--- src/rtl/dmem_access_unit.sv ---
// Memory-stage load/store requester: byte-addressed LDR/STR/LDRB/STRB onto a 2^AddrW x 32
// synchronous memory with one-cycle read latency; byte stores use read-modify-write.
module dmem_access_unit #(
  parameter int unsigned AddrW = 8
) (
  input  logic             clk_i,
  input  logic             rst_ni,
  input  logic             req_valid_i,
  output logic             req_ready_o,
  input  logic             req_we_i,
  input  logic             req_byte_i,
  input  logic [31:0]      req_addr_i,
  input  logic [31:0]      req_wdata_i,
  output logic             rsp_valid_o,
  output logic [31:0]      rsp_rdata_o,
  output logic             rsp_err_o,
  output logic [AddrW-1:0] mem_raddr_o,
  output logic [AddrW-1:0] mem_waddr_o,
  output logic [31:0]      mem_wdata_o,
  output logic             mem_wea_o,
  input  logic [31:0]      mem_dout_i
);

  typedef enum logic [1:0] {StIdle, StLdWait, StRmw} state_e;

  state_e           state_q;
  logic [AddrW-1:0] idx_q;
  logic [1:0]       lane_q;
  logic             byte_q;
  logic [7:0]       wbyte_q;
  logic             err_q;
  logic             rsp_valid_q;
  logic             rsp_err_q;
  logic [31:0]      rsp_rdata_q;

  logic [AddrW-1:0] req_idx;
  logic             accept;
  logic             misaligned;
  logic             word_store;
  logic [4:0]       shamt;
  logic [31:0]      ld_data;
  logic [31:0]      merged;

  assign req_idx     = req_addr_i[AddrW+1:2];
  assign req_ready_o = rst_ni & (state_q == StIdle);
  assign accept      = req_valid_i & req_ready_o;
  assign misaligned  = ~req_byte_i & (req_addr_i[1:0] != 2'b00);
  assign word_store  = req_we_i & ~req_byte_i;
  assign shamt       = {lane_q, 3'b000};

  always_comb begin
    ld_data = byte_q ? {24'b0, 8'(mem_dout_i >> shamt)} : mem_dout_i;
    merged  = (mem_dout_i & ~(32'h0000_00FF << shamt)) | (32'(wbyte_q) << shamt);
  end

  // Write port is combinational so a word store lands at the edge ending its accept cycle.
  always_comb begin
    mem_raddr_o = (state_q == StIdle) ? req_idx : idx_q;
    mem_wea_o   = (state_q == StRmw) | (accept & word_store);
    mem_waddr_o = (state_q == StRmw) ? idx_q : req_idx;
    mem_wdata_o = (state_q == StRmw) ? merged : req_wdata_i;
  end

  always_ff @(posedge clk_i or negedge rst_ni) begin
    if (!rst_ni) begin
      state_q     <= StIdle;
      idx_q       <= '0;
      lane_q      <= '0;
      byte_q      <= 1'b0;
      wbyte_q     <= '0;
      err_q       <= 1'b0;
      rsp_valid_q <= 1'b0;
      rsp_err_q   <= 1'b0;
      rsp_rdata_q <= '0;
    end else begin
      rsp_valid_q <= 1'b0;
      case (state_q)
        StIdle: begin
          if (accept) begin
            idx_q   <= req_idx;
            lane_q  <= req_addr_i[1:0];
            byte_q  <= req_byte_i;
            wbyte_q <= req_wdata_i[7:0];
            err_q   <= misaligned;
            if (word_store) begin
              rsp_valid_q <= 1'b1;
              rsp_err_q   <= misaligned;
            end else if (req_we_i) begin
              state_q <= StRmw;
            end else begin
              state_q <= StLdWait;
            end
          end
        end
        StLdWait: begin
          rsp_valid_q <= 1'b1;
          rsp_err_q   <= err_q;
          rsp_rdata_q <= ld_data;
          state_q     <= StIdle;
        end
        StRmw: begin
          rsp_valid_q <= 1'b1;
          rsp_err_q   <= err_q;
          state_q     <= StIdle;
        end
        default: state_q <= StIdle;
      endcase
    end
  end

  assign rsp_valid_o = rsp_valid_q;
  assign rsp_err_o   = rsp_err_q;
  assign rsp_rdata_o = rsp_rdata_q;

endmodule
--- config.mk ---
export PLATFORM = sky130hd
export DESIGN_NAME = dmem_access_unit
export DESIGN_NICKNAME = d
export VERILOG_FILES = /design/src/rtl/dmem_access_unit.sv
export SDC_FILE = /design/constraint.sdc
export NUM_CORES = 1
export LEC_CHECK = 0
export ABC_CLOCK_PERIOD_IN_PS = 4100
export CORE_ASPECT_RATIO = 1.5
export CORE_MARGIN = 2
export CORE_UTILIZATION = 43
export CTS_CLUSTER_DIAMETER = 50
export DETAILED_ROUTE_END_ITERATION = 7
export HOLD_SLACK_MARGIN = 0.06
export PLACE_DENSITY_LB_ADDON = 0.1
export SYNTH_ARGS = -nofsm -noshare
export SYNTH_HDL_FRONTEND = slang
export SYNTH_SLANG_ARGS = --single-unit
--- constraint.sdc ---
create_clock -name clk_i -period 4.1 [get_ports clk_i]
set_input_delay 0.82 -clock clk_i [delete_from_list [all_inputs] [get_ports clk_i]]
set_output_delay 0.82 -clock clk_i [all_outputs]
set_load 0.05 [all_outputs]
Run 1, port wiring:
The bar under the picture is 20 um long.
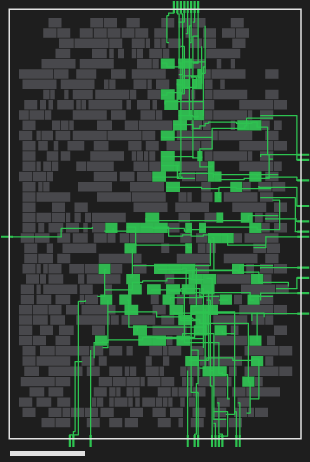
| colour | port | bits | direction | end cells | buffers | wire |
|---|---|---|---|---|---|---|
| green | `mem_dout_i` | 32 | input | 80 | 32 | 1700 um |

Run 1, sequential cells grouped by signal name:
Other sequential cells in the stronger grey, the rest of the logic in the fainter grey.
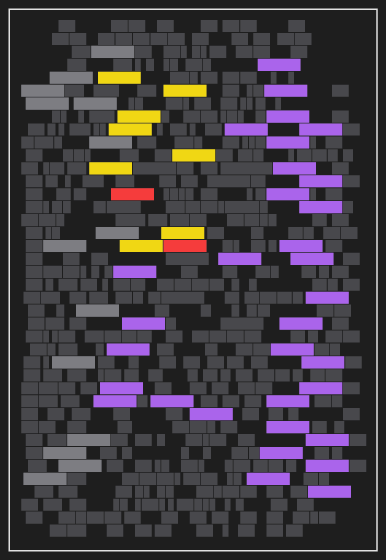
| colour | netlist name | flops |
|---|---|---|
| yellow | `wbyte_q` | 8 |
| red | `lane_q` | 2 |
| purple | `rsp_rdata_o` | 32 |
not coloured: 14

==> out/metrics.csv, run 1 <==
stage,metric,value,unit
sta,relative slew slack,0.2552,
logic_synthesis,yosys xor share,0,
logic_synthesis,largest area contributor in the netlist,dfrtp_1,
worst_setup_path,"slowest stage delay, CP",830,ps
run_status,status,completed,
power_and_ir_drop,Sw Ratio,0.5238,
clock_tree,clk ins delay skew pair,290,ps
logic_synthesis,"Seq/Total Area, Yosys",0.4074,
drt,WL final,10480,um
logic_synthesis,yosys adder share,0.01455,
final_layout,area grow syn2layout,53.07,%
sta,RSZ-0062 raised after global routing,no,
power_and_ir_drop,VDD IR max,0.0005495,V
sta,final setup violation count,0,
grt,gr ovfl total,0,
sta,worst clock skew,6.562,ps
worst_hold_path,Hold Crit Class,register to register,
sta,"Slew Viols, Final",0,
job,tool warnings,51,
sta,fmax,0.2822,GHz
power_and_ir_drop,P_leak,0.002265,uW
logic_synthesis,cells after synthesis,342,
worst_setup_path,crit path capture type,output pin,
drt,drt initial violations,137,
drt,Wirelength per Cell,17.64,um
clock_tree,post-CTS setup buffer count,0,
power_and_ir_drop,power share of the clock group,0.098,
grt,first-pass GRT wire length,16470,um
Run 1, clock distribution:
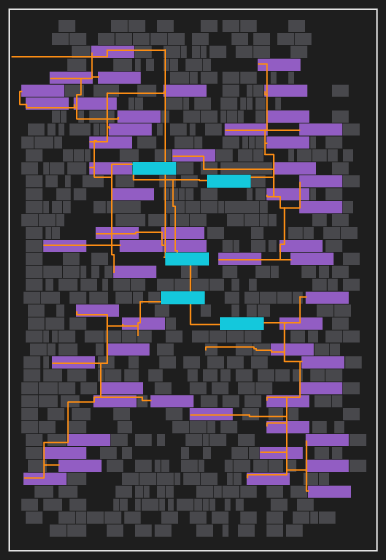
[orange] clock wires | length: 664 um
[cyan] clock-net drivers | count: 5
[purple] flip-flops | count: 56
routed clock nets: 6
flops lie: all over the die

[run 1: layout make-up]
type / instances / area [um2] / area share
clock buffer: 5 / 125.1 / 0.02376
clock inverter: 3 / 46.29 / 0.008793
inverter: 4 / 28.78 / 0.005466
multi-input combinational: 254 / 1868 / 0.3548
sequential: 56 / 1401 / 0.2662
tap: 105 / 131.4 / 0.02495
timing repair buffer: 167 / 1664 / 0.3161
[run 1: worst min-delay path, delay by kind of cell (launching register included)]
family	cells	cell delay, ps
AND-OR/OR-AND	1	70
flip-flops	1	350
AND/OR/NAND/NOR	1	50
[run 1: final timing paths]
check,startpoint,end,slack [ps],cells past startpoint
setup / recovery,lane_q[0]$_DFFE_PN0P_,mem_wdata_o[11],560,4
hold / removal,err_q$_DFFE_PN0P_,err_q$_DFFE_PN0P_,510,2
setup reg to reg,state_q[1]$_DFFE_PN0P_,state_q[1]$_DFFE_PN0P_,1770,5
hold reg to reg,err_q$_DFFE_PN0P_,err_q$_DFFE_PN0P_,510,2
max in group asynchronous,rst_ni,wbyte_q[4]$_DFFE_PN0P_,2830,2
min in group asynchronous,rst_ni,rsp_rdata_o[15]$_DFFE_PN0N_,820,2
[run 1: power groups by stage]
stage / Sequential (uW) / Combinational [uW] / Clock, uW
floorplan: 1460 / 2050 / 0
global placement: 1050 / 3470 / 0
detailed placement: 1060 / 3510 / 0
CTS: 1060 / 3520 / 500
global route: 1090 / 3680 / 522
finish: 1050 / 3500 / 492
[run 1: cell usage after synthesis]
cell type and n:
a31oi_1 9, a211o_1 8, bufinv_8 1, dfrtp_1 56, and3_1 1, nor2b_2 1
nand2b_1 1, a21oi_1 41, clkbuf_1 11, mux2_2 15, o22ai_1 1, o221a_1 1
buf_2 12, buf_6 2, a21o_1 1, nand4b_1 1, and2_1 1, nor2b_1 24
a31o_1 25, nor2_8 1, o21bai_1 1, ha_1 4, nor2_1 42, nand2_2 1
o21ai_0 1, buf_4 3, o21ai_1 1, nand3_1 1, mux2i_1 40, inv_1 3
o21ai_2 1, nand2_1 11, mux2_1 20
[run 1: layer usage]
metal	routed length [um]	GRT usage	share of wire	vias to the layer above
met5	0	0	0	-
met4	303	0.09048	0.029	0
met3	467	0.04272	0.045	16
met2	5573	0.4357	0.53	99
met1	4134	0.2884	0.39	1458
li1	-	-	-	1519
[run 1: registers in the layout, indices dropped and copies added, names as in the netlist]
name         cells
lane_q           2
wbyte_q          8
state_q          2
rsp_err_o        1
rsp_valid_o      1
idx_q            8
rsp_rdata_o     32
err_q            1
byte_q           1
[run 1: through the flow]
step / instances / setup slack [ps] / hold slack [ps] / instance area (um2) / total power, uW
floorplan: 342 / 1352 / 455.9 / 3440 / 3509
global placement: 586 / 753.2 / 481.7 / 5094 / 4524
detailed placement: 586 / 771.8 / 498.3 / 5094 / 4576
CTS: 594 / 547.9 / 515.7 / 5265 / 5081
global route: 594 / 369.0 / 542.8 / 5265 / 5295
finish: 594 / 556.6 / 505.5 / 5265 / 5046
[run 1: cell families after synthesis]
group | after synthesis
compound gates | 90
simple gates | 85
mux | 75
flops | 56
buf+inv | 32
fa+ha+maj | 4
Run 1, routing congestion map:
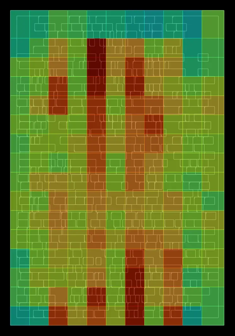

## Run 2: what changed since run 1
--- a/config.mk
+++ b/config.mk
@@ -5,10 +5,10 @@
 export SDC_FILE = /design/constraint.sdc
 export NUM_CORES = 1
 export LEC_CHECK = 0
-export ABC_CLOCK_PERIOD_IN_PS = 4100
+export ABC_CLOCK_PERIOD_IN_PS = 3200
 export CORE_ASPECT_RATIO = 1.5
 export CORE_MARGIN = 2
-export CORE_UTILIZATION = 43
+export CORE_UTILIZATION = 36
 export CTS_CLUSTER_DIAMETER = 50
 export DETAILED_ROUTE_END_ITERATION = 7
 export HOLD_SLACK_MARGIN = 0.06
==> constraint.sdc (replaced) <==
create_clock -name clk_i -period 3.2 [get_ports clk_i]
set_input_delay 0.64 -clock clk_i [delete_from_list [all_inputs] [get_ports clk_i]]
set_output_delay 0.64 -clock clk_i [all_outputs]
set_load 0.05 [all_outputs]
Run 2, routing congestion map:
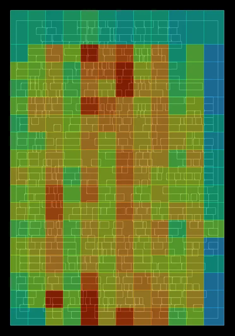
all-layer global routing usage: 0.2128
final core occ: 0.5941
Wirelength per Cell: 18.49 um
met2 usage: 0.4050
GR met3 Demand/Resource: 0.04175

==> out/metrics.csv, run 2 <==
stage,metric,value,unit,change
power_and_ir_drop,Sw Ratio,0.5133,,-0.01050
logic_synthesis,"Async S/R FF share, synth",1.000,,unchanged
grt,vias in the first global route,3115,,
grt,largest net degree at the start of global routing,57,,
final_layout,footprint of the multi-input gates,0.001871,mm2,+0.13%
logic_synthesis,Most common reg cell,dfrtp_1,,
final_layout,area grow syn2layout,59.84,%,
run_status,status,completed,,
logic_synthesis,largest area contributor in the netlist,dfrtp_1,,
power_and_ir_drop,VDD IR max,0.0007281,V,+32%
drt,drt initial violations,92,,-33%
final_layout,layout cell share with drive strength beyond 1,0.1463,,
power_and_ir_drop,part of the power in registers,0.198,,
sta,relative slew slack,0.5157,,+0.2605
drt,Vias,3124,,
logic_synthesis,Synth flops,56,,
die,Die Width,83.81,um,
logic_synthesis,number of enable flip-flop cells,0,,unchanged
sta,final setup margin,218.7,ps,-337.9 ps
power_and_ir_drop,power share of the clock group,0.084,,-0.014
worst_setup_path,cells on worst reg2reg path,5,,unchanged
sta,final setup violation count,0,,unchanged
worst_setup_path,crit path capture type,output pin,,
sta,worst clock skew,3.444,ps,-3.119 ps
sta,"Slew Viols, Final",0,,unchanged
grt,gr ovfl total,0,,unchanged
clock_tree,clk ins delay skew pair,290,ps,about the same
sta,RSZ-0062 raised after global routing,no,,
grt,first-pass GRT wire length,16880,um,+2.5%
clock_tree,clock root cell,clkbuf_16,,
final_layout,Largest register FFs,32,,unchanged
logic_synthesis,cells after synthesis,342,,unchanged
logic_synthesis,"Seq/Total Area, Yosys",0.4074,,unchanged
sta,Final Critical Period,2981,ps,
placement,dpl ws,408.2,ps,-363.6 ps
power_and_ir_drop,P_leak,0.002409,uW,+6.3%
placement,DP Wirelength,8795,um,
logic_synthesis,Syn Area/Cell,10.06,um2,
worst_hold_path,hold path cells,2,,unchanged
worst_setup_path,crit start category,register,,
logic_synthesis,most frequent cells after synthesis,"dfrtp_1 (56), nor2_1 (42), a21oi_1 (41)",,
drt,WL final,11170,um,+6.6%
final_layout,Flop area,0.001401,mm2,unchanged
logic_synthesis,# Cells Yosys,342,,
job,tool warnings,51,,unchanged
final_layout,dominant logic cell type in the layout,clkdlybuf4s50_1,,
logic_synthesis,Max-area cell share,0.4074,,
worst_hold_path,Hold Crit Class,register to register,,
logic_synthesis,most numerous cell in the Yosys netlist,dfrtp_1,,
sta,fmax,0.3354,GHz,
==> run 2: cell counts after synthesis <==
Identical to the previous run, type by type.
==> run 2: area by class of cell <==
class | count | share of cell area
Inverter | 4 | 0.005234
Sequential cell | 56 | 0.2549
Clock buffer | 7 | 0.02594
Timing Repair Buffer | 170 | 0.3468
Tap cell | 112 | 0.02549
Multi-Input combinational cell | 254 | 0.3402
Clock inverter | 1 | 0.001365
==> run 2: routing by layer <==
layer,vias up,wire [um],global-route usage,part of all wire
li1,1529,-,-,-
met1,1483,4385,0.2388,0.39
met2,99,6052,0.4050,0.54
met3,13,502,0.04175,0.045
met4,0,225,0.06552,0.020
met5,-,0,0,0
==> run 2: repair_timing <==
item | 4_1_cts | 5_1_grt
resized | 0 | 1
setup buffers | 0 | 0
setup endpoints to repair | 0 | 6
==> run 2: critical path, cell delays in order, from the launching register on <==
cell and delay [ps]:
dfrtp_1 410, inv_1 100, ha_2 430, mux2_2 390, clkdlybuf4s50_1 710
==> run 2: power groups by stage <==
stage	clock [uW]	combinational (uW)	sequential, uW
3_5_place_dp	0	4860	1350
2_1_floorplan	0	2620	1870
3_3_place_gp	0	4830	1340
4_1_cts	584	4870	1340
6_report	568	4850	1340
5_1_grt	608	5100	1380
==> run 2: stage by stage <==
stage	area, um2	hold slack, ps	utilization	std cells	power, uW
CTS	5495	505.4	0.5938	604	6799
detailed placement	5345	487.5	0.5776	596	6215
finish	5498	502.0	0.5941	604	6756
global placement	5345	483.5	0.5776	596	6164
global route	5498	527.0	0.5941	604	7092
floorplan	3440	344.4	-	342	4495
==> run 2: logic make-up after synthesis <==
logic type | synth area share
buffers and inverters | 0.05093
AND/OR/NAND/NOR | 0.1211
AND-OR/OR-AND | 0.1750
flip-flops | 0.4074
multiplexers | 0.2310
adder cells (fa/ha/maj) | 0.01455
==> run 2: final timing paths <==
kind,endpoint,start,slack (ps)
max,mem_waddr_o[3],state_q[0]$_DFFE_PN0P_,220
min,err_q$_DFFE_PN0P_,err_q$_DFFE_PN0P_,500
max reg2reg,state_q[1]$_DFFE_PN0P_,state_q[0]$_DFFE_PN0P_,1180
min reg2reg,err_q$_DFFE_PN0P_,err_q$_DFFE_PN0P_,500
max in group asynchronous,rsp_rdata_o[12]$_DFFE_PN0N_,rst_ni,2120
min in group asynchronous,byte_q$_DFFE_PN0P_,rst_ni,610
## Run 3: what changed since run 2
--- a/config.mk
+++ b/config.mk
@@ -12,7 +12,7 @@
 export CTS_CLUSTER_DIAMETER = 50
 export DETAILED_ROUTE_END_ITERATION = 7
 export HOLD_SLACK_MARGIN = 0.06
-export PLACE_DENSITY_LB_ADDON = 0.1
+export PLACE_DENSITY_LB_ADDON = 0.12
 export SYNTH_ARGS = -nofsm -noshare
 export SYNTH_HDL_FRONTEND = slang
 export SYNTH_SLANG_ARGS = --single-unit
Run 3, port wiring:
The bar under the picture is 20 um long.
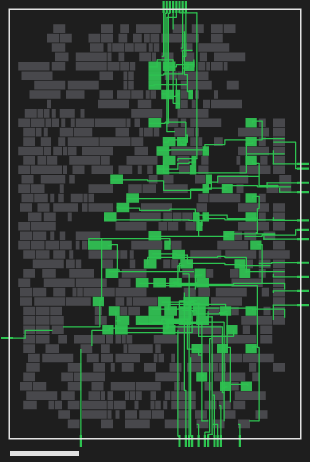
IO Pins: 185
port bufs: 162

==> out/metrics.csv, run 3 <==
stage,metric,value,unit,change
worst_setup_path,crit path capture type,output pin,,
final_layout,layout cell share with drive strength beyond 1,0.1501,,+0.003760
sta,final setup margin,269.0,ps,+50.24 ps
logic_synthesis,Syn Area/Cell,10.06,um2,unchanged
sta,final setup violation count,0,,unchanged
job,tool warnings,51,,unchanged
grt,gr ovfl total,0,,unchanged
clock_tree,clock root cell,clkbuf_16,,
logic_synthesis,most numerous cell in the Yosys netlist,dfrtp_1,,
worst_setup_path,Critical R2R Launch,state_q[0]$_DFFE_PN0P_,,
final_layout,Largest register FFs,32,,unchanged
worst_setup_path,worst-path cell chain,inv_1 > ha_2 > mux2_2 > clkdlybuf4s50_1,,
placement,dpl ws,409.1,ps,+0.8940 ps
logic_synthesis,largest area contributor in the netlist,dfrtp_1,,
worst_setup_path,Critical Path Sink,mem_waddr_o[4],,
drt,Wirelength per Cell,18.22,um,-1.4%
power_and_ir_drop,VDD IR max,0.0007235,V,-0.63%
worst_setup_path,worst r2r dst,state_q[1]$_DFFE_PN0P_,,
worst_setup_path,crit start category,register,,
sta,"Slew Viols, Final",0,,unchanged
logic_synthesis,"Seq/Total Area, Yosys",0.4074,,unchanged
sta,worst clock skew,4.182,ps,+0.7384 ps
grt,all-layer global routing usage,0.2125,,-0.0002493
sta,Final Critical Period,2931,ps,-50.24 ps
placement,post-place instance area,0.005360,mm2,+0.28%
drt,Vias,3099,,-0.80%
logic_synthesis,"Async S/R FF share, synth",1.000,,unchanged
drt,drt initial violations,93,,+1.1%
logic_synthesis,cells after synthesis,342,,unchanged
worst_hold_path,Hold Crit Class,primary input to asynchronous set/reset pin,,
run_status,status,completed,,
worst_setup_path,"slowest stage delay, CP",700,ps,about the same
==> run 3: cell counts after synthesis <==
Identical to the previous run, type by type.
==> run 3: cell type report <==
class	count	area, um2	share of cell area
multi-input combinational	254	1871	0.3401
timing repair buffer	172	1922	0.3494
tap	112	140.1	0.02548
inverter	4	28.78	0.005232
clock inverter	2	12.51	0.002275
clock buffer	5	125.1	0.02275
sequential	56	1401	0.2548
==> run 3: cells by family (layout without fill, tap and decap cells) <==
logic type,Yosys count,count (layout),share of synthesized area
AND-OR/OR-AND,90,90,0.1750
adder cells (fa/ha/maj),4,4,0.01455
AND/OR/NAND/NOR,85,85,0.1211
buffers and inverters,32,183,0.05093
multiplexers,75,75,0.2310
flip-flops,56,56,0.4074
==> run 3: worst min-delay path by stage <==
stage	startpoint	endpoint	slack, ps	cells after the start
floorplan	rst_ni	byte_q$_DFFE_PN0P_	340	0
global placement	err_q$_DFFE_PN0P_	err_q$_DFFE_PN0P_	480	2
detailed placement	rst_ni	rsp_valid_o$_DFF_PN0_	490	1
CTS	rst_ni	rsp_err_o$_DFFE_PN0P_	170	1
global route	rst_ni	rsp_err_o$_DFFE_PN0P_	170	1
finish	rst_ni	rsp_valid_o$_DFF_PN0_	180	1
==> run 3: metrics by stage <==
step | cells | util | hold slack (ps)
floorplan | 342 | - | 344.4
global placement | 598 | 0.5792 | 478.1
detailed placement | 598 | 0.5792 | 491.4
CTS | 605 | 0.5941 | 172.7
global route | 605 | 0.5944 | 172.8
finish | 605 | 0.5944 | 176.8
==> run 3: what timing repair did <==
item | 4_1_cts | 5_1_grt
endpoints found under the setup margin | 0 | 4
buffers inserted | 0 | 0
resized | 0 | 1
==> run 3: where the power goes <==
group | internal (uW) | switching (uW) | total [uW]
clock network | 285 | 252 | 537
logic | 1950 | 2940 | 4890
registers | 1040 | 267 | 1310
total | 3280 | 3450 | 6730
==> run 3: worst max-delay path, delay by kind of cell, from the launching register on <==
family                   cells  cell delay [ps]
buffers and inverters        2              800
flip-flops                   1              420
adder cells (fa/ha/maj)      1              390
multiplexers                 1              380
==> run 3: per-layer routing <==
metal	global-route usage	share of wire	vias up
li1	-	-	1538
met1	0.2295	0.39	1437
met2	0.4025	0.54	106
met5	0	0	-
met4	0.08266	0.029	0
met3	0.04705	0.050	18
Power is estimated from default activity; no workload was simulated.
